===== src/rtl/audio_pkg.sv =====
`default_nettype none
// audio_pkg: shared waveform encodings, FSM states, constants and the quarter-wave sine ROM generator.
// Rev 1.0
package audio_pkg;

  localparam logic [1:0] WAVE_SQUARE = 2'd0;
  localparam logic [1:0] WAVE_SAW    = 2'd1;
  localparam logic [1:0] WAVE_TRI    = 2'd2;
  localparam logic [1:0] WAVE_SINE   = 2'd3;

  typedef enum logic [1:0] {
    IDLE = 2'd0,
    CALC = 2'd1,
    PUSH = 2'd2
  } state_t;

  localparam logic [11:0] SAMPLE_MID     = 12'h800;
  localparam int          SINE_LUT_DEPTH = 256;

  // pi in Q4.60 fixed point (hex expansion of pi, truncated)
  localparam logic [63:0] PI_Q60 = 64'h3243F6A8885A308D;

  // round(2047 * sin((idx + 0.5) * pi / 512)) via a fixed-point Taylor series,
  // evaluated only at elaboration time to fill the ROM.
  function automatic logic [10:0] sine_entry(input int idx);
    logic [127:0] x;
    logic [127:0] term;
    logic [127:0] sum;
    x    = (128'(2 * idx + 1) * 128'(PI_Q60)) >> 10;
    term = x;
    sum  = x;
    for (int n = 1; n <= 10; n++) begin
      term = (term * x) >> 60;
      term = (term * x) >> 60;
      term = term / 128'((2 * n) * (2 * n + 1));
      if (n % 2 == 1) sum = sum - term;
      else            sum = sum + term;
    end
    sum = (sum * 128'd2047 + (128'd1 << 59)) >> 60;
    return sum[10:0];
  endfunction

endpackage
`default_nettype wire


===== src/rtl/sine_lut.sv =====
`default_nettype none
// sine_lut: 256 x 11-bit quarter-wave sine magnitude ROM with registered output.
// Rev 1.0
module sine_lut
  import audio_pkg::*;
(
  input  logic        clk,
  input  logic [7:0]  addr,
  output logic [10:0] data
);

  logic [10:0] rom [SINE_LUT_DEPTH];

  for (genvar i = 0; i < SINE_LUT_DEPTH; i++) begin : g_rom
    localparam logic [10:0] ENTRY = sine_entry(i);
    assign rom[i] = ENTRY;
  end

  always_ff @(posedge clk) begin
    data <= rom[addr];
  end

endmodule
`default_nettype wire


===== src/rtl/wave_gen.sv =====
`default_nettype none
// wave_gen: NCO audio source producing 12-bit offset-binary samples as single-cycle FIFO writes.
// Optional attenuation stage under WAVE_GEN_VOLUME_EN. Rev 1.0
module wave_gen
  import audio_pkg::*;
#(
  parameter int CPU_CLOCK_FREQ = 50_000_000,
  parameter int SAMPLE_RATE    = 48_000,
  parameter int PHASE_WIDTH    = 24,
  parameter int OUT_WIDTH      = 12
) (
  input  logic                   clk,
  input  logic                   rst_n,
  input  logic                   enable,
  input  logic [PHASE_WIDTH-1:0] fcw,
  input  logic [1:0]             wave_sel,
  input  logic                   fifo_full,
`ifdef WAVE_GEN_VOLUME_EN
  input  logic [2:0]             volume,
`endif
  output logic [OUT_WIDTH-1:0]   wave,
  output logic                   wave_valid,
  output logic [15:0]            overrun_cnt
);

  localparam int SAMPLE_DIV = CPU_CLOCK_FREQ / SAMPLE_RATE;
  localparam int CNT_W      = (SAMPLE_DIV > 1) ? $clog2(SAMPLE_DIV) : 1;
  localparam logic [CNT_W-1:0] CNT_LAST = CNT_W'(SAMPLE_DIV - 1);

  state_t                   state;
  state_t                   next_state;
  logic [CNT_W-1:0]         tick_cnt;
  logic                     tick;
  logic [PHASE_WIDTH-1:0]   phase;
  logic [PHASE_WIDTH-1:0]   shadow_fcw;
  logic [1:0]               shadow_sel;
  logic [7:0]               lut_addr;
  logic [10:0]              lut_data;
  logic [11:0]              shaped;
  logic [11:0]              sample;
  logic                     start;
  logic                     drop;
  logic                     calc_last;
  logic                     calc_done;

  assign tick = (tick_cnt == CNT_LAST);

  // Quadrant bit 0 mirrors the address so the quarter-wave table covers the full cycle.
  assign lut_addr = phase[PHASE_WIDTH-3 -: 8] ^ {8{phase[PHASE_WIDTH-2]}};

  sine_lut u_sine_lut (
    .clk  (clk),
    .addr (lut_addr),
    .data (lut_data)
  );

  always_comb begin
    shaped = SAMPLE_MID;
    case (shadow_sel)
      WAVE_SQUARE: shaped = phase[PHASE_WIDTH-1] ? 12'hFFF : 12'h000;
      WAVE_SAW:    shaped = phase[PHASE_WIDTH-1 -: 12];
      WAVE_TRI:    shaped = phase[PHASE_WIDTH-1] ? ~phase[PHASE_WIDTH-2 -: 12]
                                                 :  phase[PHASE_WIDTH-2 -: 12];
      WAVE_SINE:   shaped = phase[PHASE_WIDTH-1] ? (12'd2047 - {1'b0, lut_data})
                                                 : (12'd2048 + {1'b0, lut_data});
      default:     shaped = SAMPLE_MID;
    endcase
  end

`ifdef WAVE_GEN_VOLUME_EN
  logic [2:0]         shadow_vol;
  logic               calc_step;
  logic [11:0]        shaped_q;
  logic signed [12:0] centred;
  logic signed [12:0] scaled;

  assign calc_last = calc_step;

  always_ff @(posedge clk or negedge rst_n) begin
    if (!rst_n) begin
      shadow_vol <= 3'd0;
      calc_step  <= 1'b0;
      shaped_q   <= SAMPLE_MID;
    end else begin
      if (start) shadow_vol <= volume;
      calc_step <= (state == CALC) && !calc_step;
      if ((state == CALC) && !calc_step) shaped_q <= shaped;
    end
  end

  // Arithmetic shift about the midpoint keeps the attenuated sample centred on 0x800.
  always_comb begin
    centred = $signed({1'b0, shaped_q}) - 13'sd2048;
    scaled  = centred >>> shadow_vol;
    sample  = 12'(scaled + 13'sd2048);
  end
`else
  assign calc_last = 1'b1;
  assign sample    = shaped;
`endif

  always_ff @(posedge clk or negedge rst_n) begin
    if (!rst_n) state <= IDLE;
    else        state <= next_state;
  end

  always_comb begin
    next_state = state;
    case (state)
      IDLE:    if (tick && enable) next_state = CALC;
      CALC:    if (calc_last)      next_state = PUSH;
      PUSH:    if (!fifo_full)     next_state = IDLE;
      default: next_state = IDLE;
    endcase
  end

  always_comb begin
    wave_valid = (state == PUSH) && !fifo_full;
    start      = (state == IDLE) && tick && enable;
    drop       = (state != IDLE) && tick && enable;
    calc_done  = (state == CALC) && calc_last;
  end

  // A dropped tick still advances phase so pitch is preserved under backpressure.
  always_ff @(posedge clk or negedge rst_n) begin
    if (!rst_n) begin
      tick_cnt    <= '0;
      phase       <= '0;
      shadow_fcw  <= '0;
      shadow_sel  <= WAVE_SQUARE;
      wave        <= SAMPLE_MID;
      overrun_cnt <= 16'd0;
    end else begin
      tick_cnt <= tick ? '0 : tick_cnt + 1'b1;
      phase    <= phase + (calc_done ? shadow_fcw : '0) + (drop ? shadow_fcw : '0);
      if (start) begin
        shadow_fcw <= fcw;
        shadow_sel <= wave_sel;
      end
      if (calc_done) wave <= sample;
      if (drop && (overrun_cnt != 16'hFFFF)) overrun_cnt <= overrun_cnt + 16'd1;
    end
  end

endmodule
`default_nettype wire

===== config.mk =====
export PLATFORM = sky130hd
export DESIGN_NAME = wave_gen
export DESIGN_NICKNAME = d
export VERILOG_FILES = /design/src/rtl/audio_pkg.sv /design/src/rtl/sine_lut.sv /design/src/rtl/wave_gen.sv
export SDC_FILE = /design/constraint.sdc
export NUM_CORES = 1
export LEC_CHECK = 0
export ABC_AREA = 1
export CAP_MARGIN = 5
export CORE_ASPECT_RATIO = 1.1
export CORE_MARGIN = 1
export CORE_UTILIZATION = 36
export DETAILED_ROUTE_END_ITERATION = 16
export GPL_ROUTABILITY_DRIVEN = 0
export HOLD_SLACK_MARGIN = 0.12
export PLACE_DENSITY = 0.56
export SKIP_CTS_REPAIR_TIMING = 1
export SYNTH_ARGS = -nofsm -noshare
export SYNTH_HDL_FRONTEND = slang
export SYNTH_SLANG_ARGS = --single-unit

===== constraint.sdc =====
create_clock -name clk -period 3.5 [get_ports clk]
set_input_delay 0.525 -clock clk [delete_from_list [all_inputs] [get_ports clk]]
set_output_delay 0.525 -clock clk [all_outputs]
set_load 0.05 [all_outputs]

==> out/results.txt <==
Setup violators final -> 0
RSZ-0062 raised after global routing -> true
Ant diodes -> 0
Overall power -> 2.25 mW
Tool warnings -> 40
Synth Flop Type -> dfrtp_1
Number of CTS-inserted buffers -> 9
Worst IR drop on VDD -> 0.202 mV
Worst path depth -> 21
Post-synth EDFFs -> 0
Drt drc -> 2
And+or+nand+nor area frac -> 35.7%
Crit Path Max Fanout -> 7
Outcome -> finished, violations left
Hold crit path type -> register to register
Routed wl met3 -> 1490 µm
CTS Sinks -> 102
Die W -> 152 µm
Final #Nets -> 1509
Most numerous logic cells after layout -> 354 x nand2_1, 144 x nand3_1, 121 x nor2_1
Switch Pwr -> 0.476 mW
PortBufs -> 58
Hold_sp -> wave[1]
Clk buf depth -> 2
Tmin final -> 3.43 ns
Die height -> 167 µm
Complex Gates by Area -> 11.4%
H-tree depth -> 3
Crit path buf inv count -> 4
R2R Path Start -> tick_cnt[1]
Worst relative slew slack -> 37.5%
Worst Hold Path EP -> wave[1]
Vias -> 9237
Hold WS -> 0.506 ns
Worst Tran Pin Value -> 0.933 ns
Leak pwr -> 5.56 nW
Crit path launch -> tick_cnt[1]
Largest net degree at the start of global routing -> 81
CP peak stage delay -> 0.46 ns
DRT iter0 DRCs -> 761
Synth flops -> 102
Area reported by Yosys stat -> 8940 µm²
Critical path's slowest cell -> fa_1
GR Util met3 -> 3.11%
Internal power -> 1.78 mW
Via/cell ratio -> 5.34
Max layer used -> met4
Top cells, area -> dfrtp_1 25%, nand2_1 16%, nand3_1 8.1%
Syn_area_per_cell -> 6.79 µm²
Slew Limit Fails -> 0
Xor/xnor cell area share of the yosys netlist -> 5.96%
Asr flop ratio synth -> 89.2%
Arrival time worst endpoint -> 3.67 ns
GRT Residual Overflow -> 0
Root buffer cell -> clkbuf_16
Detailed Route WL -> 28800 µm
Top post-synthesis cells by count -> 371 x nand2_1, 154 x nor2_1, 144 x nand3_1, 117 x inv_1, 90 x dfrtp_1
Share of layout cells above drive strength 1 -> 16.7%
Most used logic cell in the final layout -> nand2_1
Number of routed nets with antenna violations -> 0
Combinational share of power -> 2.5%
Routed wire per std cell -> 16.6 µm
Critical Path Source Type -> register
CTS tree -> done
Met1 wire length -> 12800 µm
Die area -> 25500 µm²
Req. time, crit path -> 3.74 ns
Met2 Usage GRT -> 36.8%
Setup CP Type -> register to register
Cell total in the yosys stat output -> 1316
Synth top cell by count -> nand2_1
Failing checks -> design-rule violations
GR peak layer -> met2
Vias in the first global route -> 8705
All-Layer GR Usage -> 22.3%
First-pass GRT wire length -> 45500 µm
registers in the layout, indices dropped and copies added (netlist names):
signal,count
wave,12
state,2
shadow_fcw,24
u_sine_lut.data,11
shadow_sel,2
overrun_cnt,16
phase,24
tick_cnt,11
stage by stage:
step                cells  util, %  cell area (µm²)  setup WS, ns
detailed placement   1701     41.6            10100        -0.133
finish               1731     45.9            11200        0.0673
CTS                  1717     42.8            10400      -0.00775
floorplan            1316        -             8940        0.0121
global route         1731     45.9            11200        -0.115
global placement     1701     41.6            10100        -0.149
layout make-up:
type | count | area (µm²)
Clock inverter | 6 | 61.3
Tap cell | 310 | 388
Timing Repair Buffer | 135 | 1230
Timing Repair inverter | 1 | 7.51
Multi-Input combinational cell | 1044 | 6300
Fill cell | 2456 | 13200
Clock buffer | 10 | 239
Sequential cell | 102 | 2500
Inverter | 123 | 468
worst reg2reg max path, cell delays in order (launching register included):
cell and delay (ns):
dfrtp_1 0.40, inv_2 0.09, ha_4 0.13, nand4_1 0.11, nor2_2 0.15, nand2_2 0.10
nor2_4 0.16, clkinvlp_4 0.25, clkbuf_16 0.27, nor2_4 0.11, fa_1 0.46, ha_4 0.34
nand2_4 0.07, nor2_4 0.12, and2_4 0.15, nand2_2 0.06, nand2_4 0.08, nand2_2 0.06
nand2_2 0.07, inv_2 0.03, nand2_1 0.05, nand2_1 0.04
power groups by stage:
stage | combinational (mW) | clock [mW] | sequential [mW]
4_1_cts | 0.0593 | 1.05 | 1.18
3_5_place_dp | 0.0590 | 0 | 1.20
2_1_floorplan | 0.000232 | 0 | 1.20
5_1_grt | 0.0645 | 1.09 | 1.18
3_3_place_gp | 0.0588 | 0 | 1.20
6_report | 0.0571 | 1.02 | 1.18
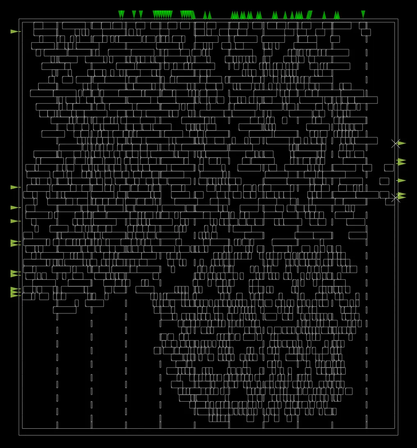
(images/final_placement.png)
Tapcell Cnt: 310
Core Area: 24400 µm²
Core Util, Final: 45.9%
flop count: 102

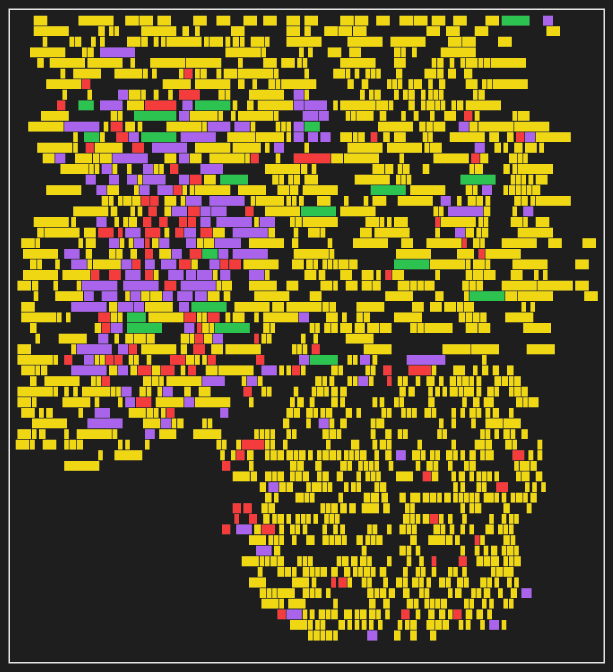
(images/drive_strength.png)
| size | colour | cells | share | most used |
|---|---|---|---|---|
| drive 1 or less | yellow | 1183 | 83% | nand2_1 |
| drive 6 and up | green | 19 | 1.3% | clkbuf_16 |
| drive 2 | red | 95 | 6.7% | nand2_2 |
| drive 3 to 4 | purple | 124 | 8.7% | buf_4 |
Final Instance Area: 11200 µm²
final setup margin: 0.0673 ns

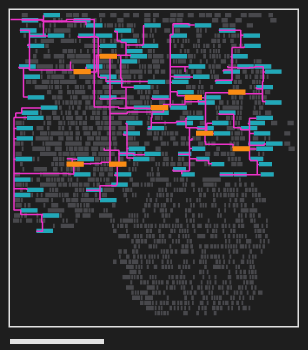
(images/clock_map.png)
Bar = 50 µm.
[clock wires] magenta | length: 1380 µm
[flip-flops] cyan | count: 102
[cells driving clock nets] orange | count: 9
routed clock nets: 10
clock share of power: 45.3%
clk pwr: 1.02 mW
Fin Clk Skew: 0.00840 ns
Latency at later pin: 0.35 ns

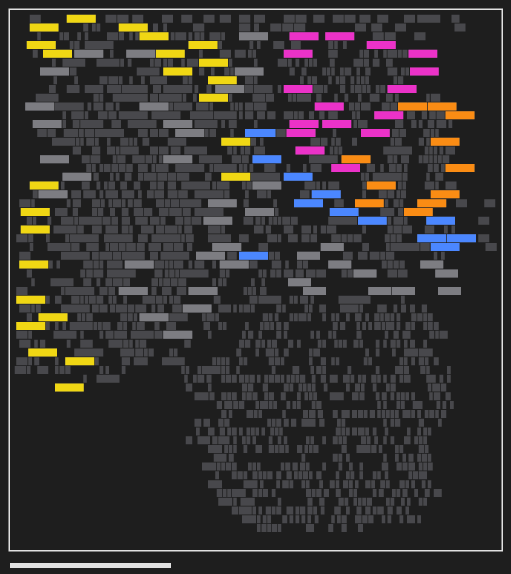
(images/registers.png)
Bar = 50 µm.
| name in the netlist | colour | sequential cells |
|---|---|---|
| tick_cnt | orange | 11 |
| wave | blue | 12 |
| overrun_cnt | magenta | 16 |
| shadow_fcw | yellow | 24 |
flop share of the area: 22.3%
P_seq: 1.18 mW
sequential cell area: 2500 µm²

Power and IR drop assume default switching activity.
